[src/rtl/instr_mem_loader.sv]
// Streams program bytes into the instruction memory as big-endian 32-bit words,
// zero-padding the final word and holding the CPU stalled until the image is in place.
module instr_mem_loader #(
   parameter int MEM_SIZE = 1024,
   parameter int ADDR_W   = $clog2(MEM_SIZE)
) (
   input  logic              clk,
   input  logic              rst,
   input  logic              start,
   input  logic              in_valid,
   input  logic [7:0]        in_data,
   input  logic              in_last,
   output logic              in_ready,
   output logic              mem_we,
   output logic [ADDR_W-1:0] mem_addr,
   output logic [31:0]       mem_wdata,
   output logic              busy,
   output logic              done,
   output logic              error,
   output logic              cpu_hold,
   output logic              padded,
   output logic [15:0]       byte_count,
   output logic [7:0]        checksum
);

   typedef enum logic [1:0] {IDLE, LOAD, DONE, ERROR} state_t;

   localparam logic [ADDR_W-1:0] LAST_ADDR = ADDR_W'(MEM_SIZE - 4);

   state_t            state_q, state_d;
   logic [1:0]        offset_q, offset_d;
   logic [ADDR_W-1:0] wordAddr_q, wordAddr_d;
   logic [31:0]       wordBuf_q, wordBuf_d;
   logic              memWe_q, memWe_d;
   logic [ADDR_W-1:0] memAddr_q, memAddr_d;
   logic [31:0]       memData_q, memData_d;
   logic              padded_q, padded_d;
   logic [15:0]       count_q, count_d;
   logic [7:0]        sum_q, sum_d;

   logic              accept;
   logic [4:0]        shiftAmt;
   logic [31:0]       wordNext;

   // Clearing the buffer at offset 0 means bytes after the current offset are
   // always zero, so a short final word is padded with NOPs for free.
   assign accept   = in_valid && (state_q == LOAD);
   assign shiftAmt = {2'd3 - offset_q, 3'b000};
   assign wordNext = ((offset_q == 2'd0) ? 32'h0 : wordBuf_q) | ({24'h0, in_data} << shiftAmt);

   always_comb begin
      state_d    = state_q;
      offset_d   = offset_q;
      wordAddr_d = wordAddr_q;
      wordBuf_d  = wordBuf_q;
      memWe_d    = 1'b0;
      memAddr_d  = memAddr_q;
      memData_d  = memData_q;
      padded_d   = padded_q;
      count_d    = count_q;
      sum_d      = sum_q;
      case (state_q)
         IDLE, DONE, ERROR: begin
            if (start) begin
               state_d    = LOAD;
               offset_d   = 2'd0;
               wordAddr_d = '0;
               count_d    = 16'd0;
               sum_d      = 8'd0;
               padded_d   = 1'b0;
            end
         end
         LOAD: begin
            if (accept) begin
               count_d   = count_q + 16'd1;
               sum_d     = sum_q + in_data;
               wordBuf_d = wordNext;
               offset_d  = offset_q + 2'd1;
               if (offset_q == 2'd3 || in_last) begin
                  memWe_d    = 1'b1;
                  memAddr_d  = wordAddr_q;
                  memData_d  = wordNext;
                  wordAddr_d = wordAddr_q + ADDR_W'(4);
                  offset_d   = 2'd0;
                  if (in_last) begin
                     state_d  = DONE;
                     padded_d = (offset_q != 2'd3);
                  end else if (wordAddr_q == LAST_ADDR) begin
                     state_d = ERROR;
                  end
               end
            end
         end
         default: state_d = IDLE;
      endcase
   end

   always_ff @(posedge clk) begin
      if (rst) begin
         state_q    <= IDLE;
         offset_q   <= 2'd0;
         wordAddr_q <= '0;
         wordBuf_q  <= 32'h0;
         memWe_q    <= 1'b0;
         memAddr_q  <= '0;
         memData_q  <= 32'h0;
         padded_q   <= 1'b0;
         count_q    <= 16'd0;
         sum_q      <= 8'd0;
      end else begin
         state_q    <= state_d;
         offset_q   <= offset_d;
         wordAddr_q <= wordAddr_d;
         wordBuf_q  <= wordBuf_d;
         memWe_q    <= memWe_d;
         memAddr_q  <= memAddr_d;
         memData_q  <= memData_d;
         padded_q   <= padded_d;
         count_q    <= count_d;
         sum_q      <= sum_d;
      end
   end

   assign in_ready   = (state_q == LOAD);
   assign mem_we     = memWe_q;
   assign mem_addr   = memAddr_q;
   assign mem_wdata  = memData_q;
   assign busy       = (state_q == LOAD);
   assign done       = (state_q == DONE);
   assign error      = (state_q == ERROR);
   assign cpu_hold   = (state_q != DONE);
   assign padded     = padded_q;
   assign byte_count = count_q;
   assign checksum   = sum_q;

endmodule

[config.mk]
export PLATFORM = sky130hd
export DESIGN_NAME = instr_mem_loader
export DESIGN_NICKNAME = d
export VERILOG_FILES = /design/src/rtl/instr_mem_loader.sv
export SDC_FILE = /design/constraint.sdc
export NUM_CORES = 1
export LEC_CHECK = 0
export CORE_UTILIZATION = 47
export DETAILED_ROUTE_END_ITERATION = 16
export GPL_TIMING_DRIVEN = 1
export PLACE_DENSITY = 0.76
export SLEW_MARGIN = 0
export SYNTH_ARGS = -nofsm -noshare
export SYNTH_HDL_FRONTEND = slang
export SYNTH_SLANG_ARGS = --single-unit
[constraint.sdc]
create_clock -name clk -period 2 [get_ports clk]
set_clock_uncertainty 0.15 [all_clocks]
set_input_delay 0.3 -clock clk [delete_from_list [all_inputs] [get_ports clk]]
set_output_delay 0.3 -clock clk [all_outputs]
set_load 0.02 [all_outputs]
### Clock wires, drivers and flops, run 1

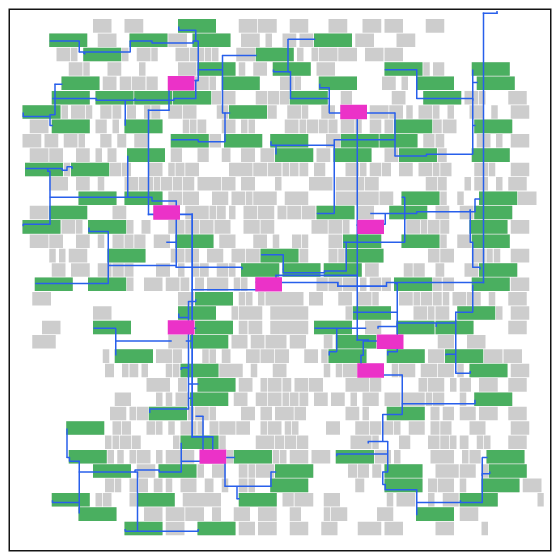
[green] flip-flops | count: 110
[blue] clock wires | length: 1140 um
[magenta] cells driving clock nets | count: 9
flops lie	all over the die
routed clock nets	10
clk ins delay skew pair: 0.38 ns
Clk pwr share: 29.9%
clk pwr: 1.25 mW

### Routed metal per tile, run 1

Bar = 20 um. 20 x 20 tiles, from dark purple (low) to yellow (high), scaled to the fullest tile. Values are wire area over tile area, all layers added.
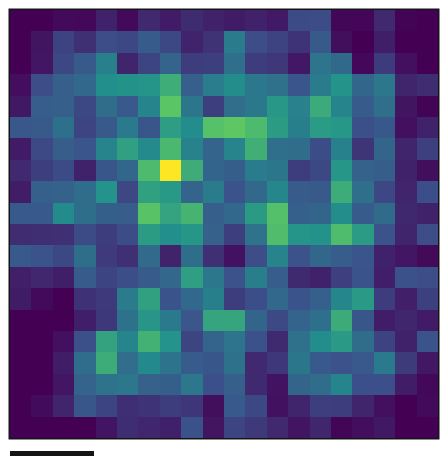
nearly empty tiles	8.0%
fullest tile	0.66
mean over tiles	0.17
emptiest ninth of the die	south-west
tiles over half the peak	12%
densest ninth of the die	center
global-route usage over all layers: 23.2%
Routed Wire Length: 11500 um

### Metal 4, run 1

Bar = 20 um. Supply wires on this layer in gray.
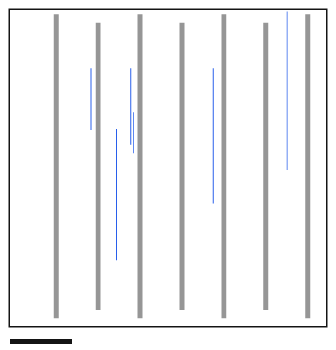
wire length on this layer	194 um
main direction	vertical
share of all routed wire	1.7%
via count: 4246

==> run 1: logic make-up (layout without fill, tap and decap cells) <==
group / Yosys count / count (layout) / share of synthesized area, %
buffers and inverters: 43 / 152 / 3.97
and+or+nand+nor: 220 / 220 / 22.6
adders and majority gates: 12 / 12 / 3.34
DFF: 110 / 110 / 46.6
xor gates and xnor gates: 23 / 23 / 4.26
AOI/OAI and AO/OA: 139 / 139 / 19.1
other: 1 / 2 / 0.0793
==> run 1: cell type report <==
class | instances | share of cell area (%)
Sequential cell | 110 | 35.8
Clock buffer | 9 | 2.01
Clock inverter | 6 | 0.915
Inverter | 7 | 0.427
Tap cell | 133 | 2.70
Multi-Input combinational cell | 396 | 38.2
Timing Repair Buffer | 130 | 19.9
==> impl_metrics.py, run 1 <==
# Synthesis and PnR figures
metrics = {
    "synth": {
        "syn_area_um2": 4730,
        "yosys.area.top_type": "dfxtp_1",
        "synth.cells.most_frequent": "110 x dfxtp_1, 104 x nor2_1, 64 x a211oi_1, 52 x a21oi_1",
        "synth_top_area_share_pct": 46.6,
        "synth-main-ff-cell": "dfxtp_1",
        "async_flop_share_pct": 0,
    },
    "setup_path": {
        "crit_chain": "clkdlybuf4s50_1",
        "path_depth": 1,
        "startpoint": "checksum[7]",
        "crit_path_max_fanout": 6,
        "r2r_end": "checksum[6]",
        "cp.required_ns": 1.55,
        "reg2reg_depth": 7,
    },
    "final_timing": {
        "max_freq_mhz": 518,
        "fin_setup_tns_ns": 0,
        "final.period_utilization_pct": 96.5,
        "setup_viol": 0,
    },
    "floorplan": {
        "die_w_um": 102,
        "std_cell_rows": 36,
        "chip_area_um2": 10500,
        "fp_util_pct": 48.4,
    },
    "finish": {
        "nNetsFinal": 679,
        "areaGrowthSynthToFinish_pct": 30.2,
        "layout-drive-gt1-share_pct": 11.9,
        "diodes": 0,
    },
    "flow_run": {
        "warnings": 27,
    },
    "hold_path": {
        "holdPathStages": 2,
    },
    "power_and_ir_drop": {
        "peakVddDrop_mv": 0.346,
        "power_mw": 4.19,
        "intPower_mw": 3.02,
        "combPwrFrac_pct": 14.6,
    },
    "drt": {
        "wl_met2_um": 5310,
        "met3_length_um": 522,
        "via_per_inst": 5.37,
    },
    "grt": {
        "antenna_found_initial": 0,
        "grt_max_degree": 50,
    },
    "status": {
        "status": "finished, final reports clean",
    },
    "clock_tree": {
        "clock-sinks": 110,
    },
}
==> run 2, diff against run 1 <==
CORE_UTILIZATION = 49   (was 47)
CTS_BUF_LIST = sky130_fd_sc_hd__clkbuf_2   (was not set)
PLACE_DENSITY = 0.78   (was 0.76)
### Placed standard cells, run 2

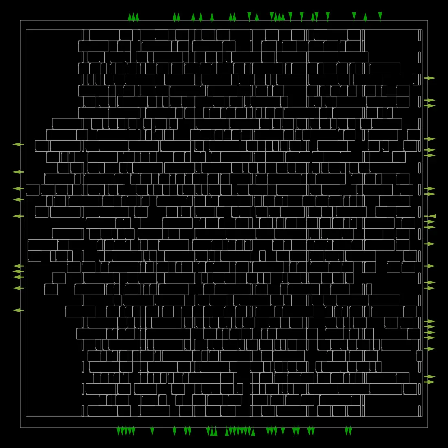
Layout Cells excl Fill: 788
row cnt: 35
Fill cells: 828
fin util: 64.9%
core area: 9280 um2

==> run 2 against run 1 <==
  * Critical path depth rose by 1
  * Hold slack improved by 0.15 ns
  * Global-route usage rose by 0.68 points
  * Register-to-register slack got worse by 0.06 ns
  * Flip-flop count did not move
  * First-iteration DRC count rose by 23%
  * Largest cell class unchanged
  * Highest routed layer unchanged
==> impl_metrics.py, run 2 <==
# Synthesis and PnR figures
metrics = {
    "final_timing": {
        "fin_setup_tns_ns": 0,
        "max_freq_mhz": 519,
    },
    "hold_path": {
        "holdPathStages": 4,
    },
    "synth": {
        "synth_top_area_share_pct": 46.6,
        "async_flop_share_pct": 0,
        "synth-simple-area-share_pct": 22.6,
        "ys_sh_aoi_pct": 19.1,
        "syn_area_um2": 4730,
        "ys_sh_adder_pct": 3.34,
    },
    "grt": {
        "antenna_found_initial": 0,
        "grt_max_degree": 70,
        "grt.total_usage_pct": 23.9,
    },
    "flow_run": {
        "warnings": 27,
    },
    "clock_tree": {
        "clock-sinks": 110,
        "insertion_delay_ns": 0.57,
    },
    "drt": {
        "via_per_inst": 5.46,
        "met3_length_um": 453,
        "wl_met2_um": 5860,
    },
    "finish": {
        "logic_gate_count": 396,
        "sh_comb_area_pct": 39.1,
        "seq_area_share_pct": 36.9,
        "flops": 110,
        "clkbuf_count": 9,
        "non_clock_inverter_count": 7,
        "layout-drive-gt1-share_pct": 14.7,
        "clock_area_share_pct": 2.31,
        "dominant-cell-class": "combinational gates",
        "diodes": 0,
        "buf_share_pct": 18.6,
        "areaGrowthSynthToFinish_pct": 27.4,
    },
    "power_and_ir_drop": {
        "pwr-share-clk_pct": 27.8,
        "combPwrFrac_pct": 14.4,
        "p_clk_mw": 1.12,
        "peakVddDrop_mv": 0.377,
    },
    "setup_path": {
        "reg2reg_depth": 7,
        "crit_path_max_fanout": 6,
        "cp.required_ns": 1.55,
        "r2r_end": "checksum[6]",
    },
    "floorplan": {
        "fp_util_pct": 50.9,
    },
    "status": {
        "status": "finished, final reports clean",
    },
}
-- run 2: cell types whose count changed in the layout (fill, tap and decap cells not counted), sizes merged --
| cell | change |
|---|---|
| clkbuf | +1 |
| clkdlybuf4s50 | -63 |
| dlymetal6s2s | -2 |
| buf | +1 |
| clkinvlp | -1 |
| bufinv | +1 |
| dlygate4sd3 | +1 |
| dlygate4sd2 | +62 |
| inv | -1 |
| clkinv | +2 |
-- run 2: worst max-delay path, stage by stage, from the launching register on --
cell,delay [ns]
dfxtp_2,0.45
nand2b_1,0.13
dlygate4sd2_1,0.33
-- run 2: cell families after synthesis --
logic type      Yosys count
flops                   110
compound gates          139
xor+xnor                 23
buf+inv                  43
other cells               1
simple gates            220
fa+ha+maj                12
==> run 3, diff against run 2 <==
ABC_CLOCK_PERIOD_IN_PS = 2000   (was not set)
### Placed standard cells, run 3

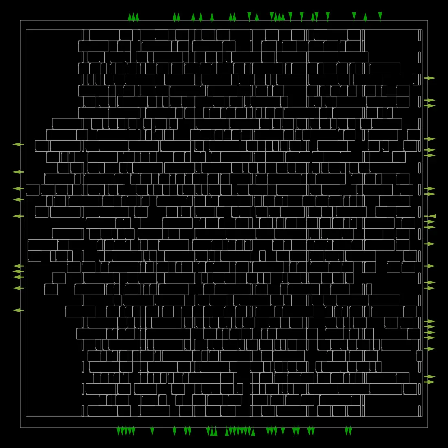
sequential cell area share: 36.9%
Tapcells: 129
Flops: 110

==> run 3 against run 2 <==
  * Clock power hardly changed
  * Worst setup slack stayed put
  * Largest cell class unchanged
  * Critical endpoint unchanged
  * Wire length stayed put
  * Maximum frequency stayed put
  * Flip-flop count stayed put
  * Synthesized area stayed put
  * Highest routed layer unchanged
==> impl_metrics.py, run 3 <==
# Synthesis and PnR figures
metrics = {
    "status": {
        "status": "finished, final reports clean",
    },
    "setup_path": {
        "crit_slowest_cell": "dfxtp_2",
        "crit_family": "flip-flops",
        "critical_path.max_stage_delay_ns": 0.45,
        "reg2reg_depth": 7,
        "cp.required_ns": 1.55,
        "path_depth": 2,
        "crit_buf_inv": 1,
        "crit_path_max_fanout": 6,
        "crit_chain": "nand2b_1, dlygate4sd2_1",
    },
    "grt": {
        "grt_max_degree": 70,
    },
    "flow_run": {
        "warnings": 27,
    },
    "power_and_ir_drop": {
        "combPwrFrac_pct": 14.4,
    },
    "finish": {
        "fin_util_pct": 64.9,
        "fin_cells": 788,
    },
    "synth": {
        "ys_sh_aoi_pct": 19.1,
        "synth_top_area_share_pct": 46.6,
        "synth-simple-area-share_pct": 22.6,
    },
    "hold_path": {
        "holdPathStages": 4,
    },
    "clock_tree": {
        "clock-sinks": 110,
    },
    "drt": {
        "wl_met2_um": 5860,
    },
    "floorplan": {
        "fp_util_pct": 50.9,
    },
}
run 3: cell counts after synthesis:
Identical to the previous run, type by type.
run 3: cell families (layout without fill, tap and decap cells):
kind of cell,count (synthesis),in the layout
buffers and inverters,43,153
AOI/OAI and AO/OA,139,139
xor gates and xnor gates,23,23
and+or+nand+nor,220,220
adders and majority gates,12,12
DFF,110,110
other,1,2
run 3: cell type report:
| type | instances | area, um2 | share of cell area, % |
|---|---|---|---|
| clock buffer | 9 | 45.0 | 0.748 |
| clock inverter | 7 | 93.8 | 1.56 |
| inverter | 7 | 26.3 | 0.436 |
| multi-input combinational | 396 | 2360 | 39.1 |
| sequential | 110 | 2220 | 36.9 |
| tap | 129 | 161 | 2.68 |
| timing repair buffer | 130 | 1120 | 18.6 |
Power and IR drop assume default switching activity.
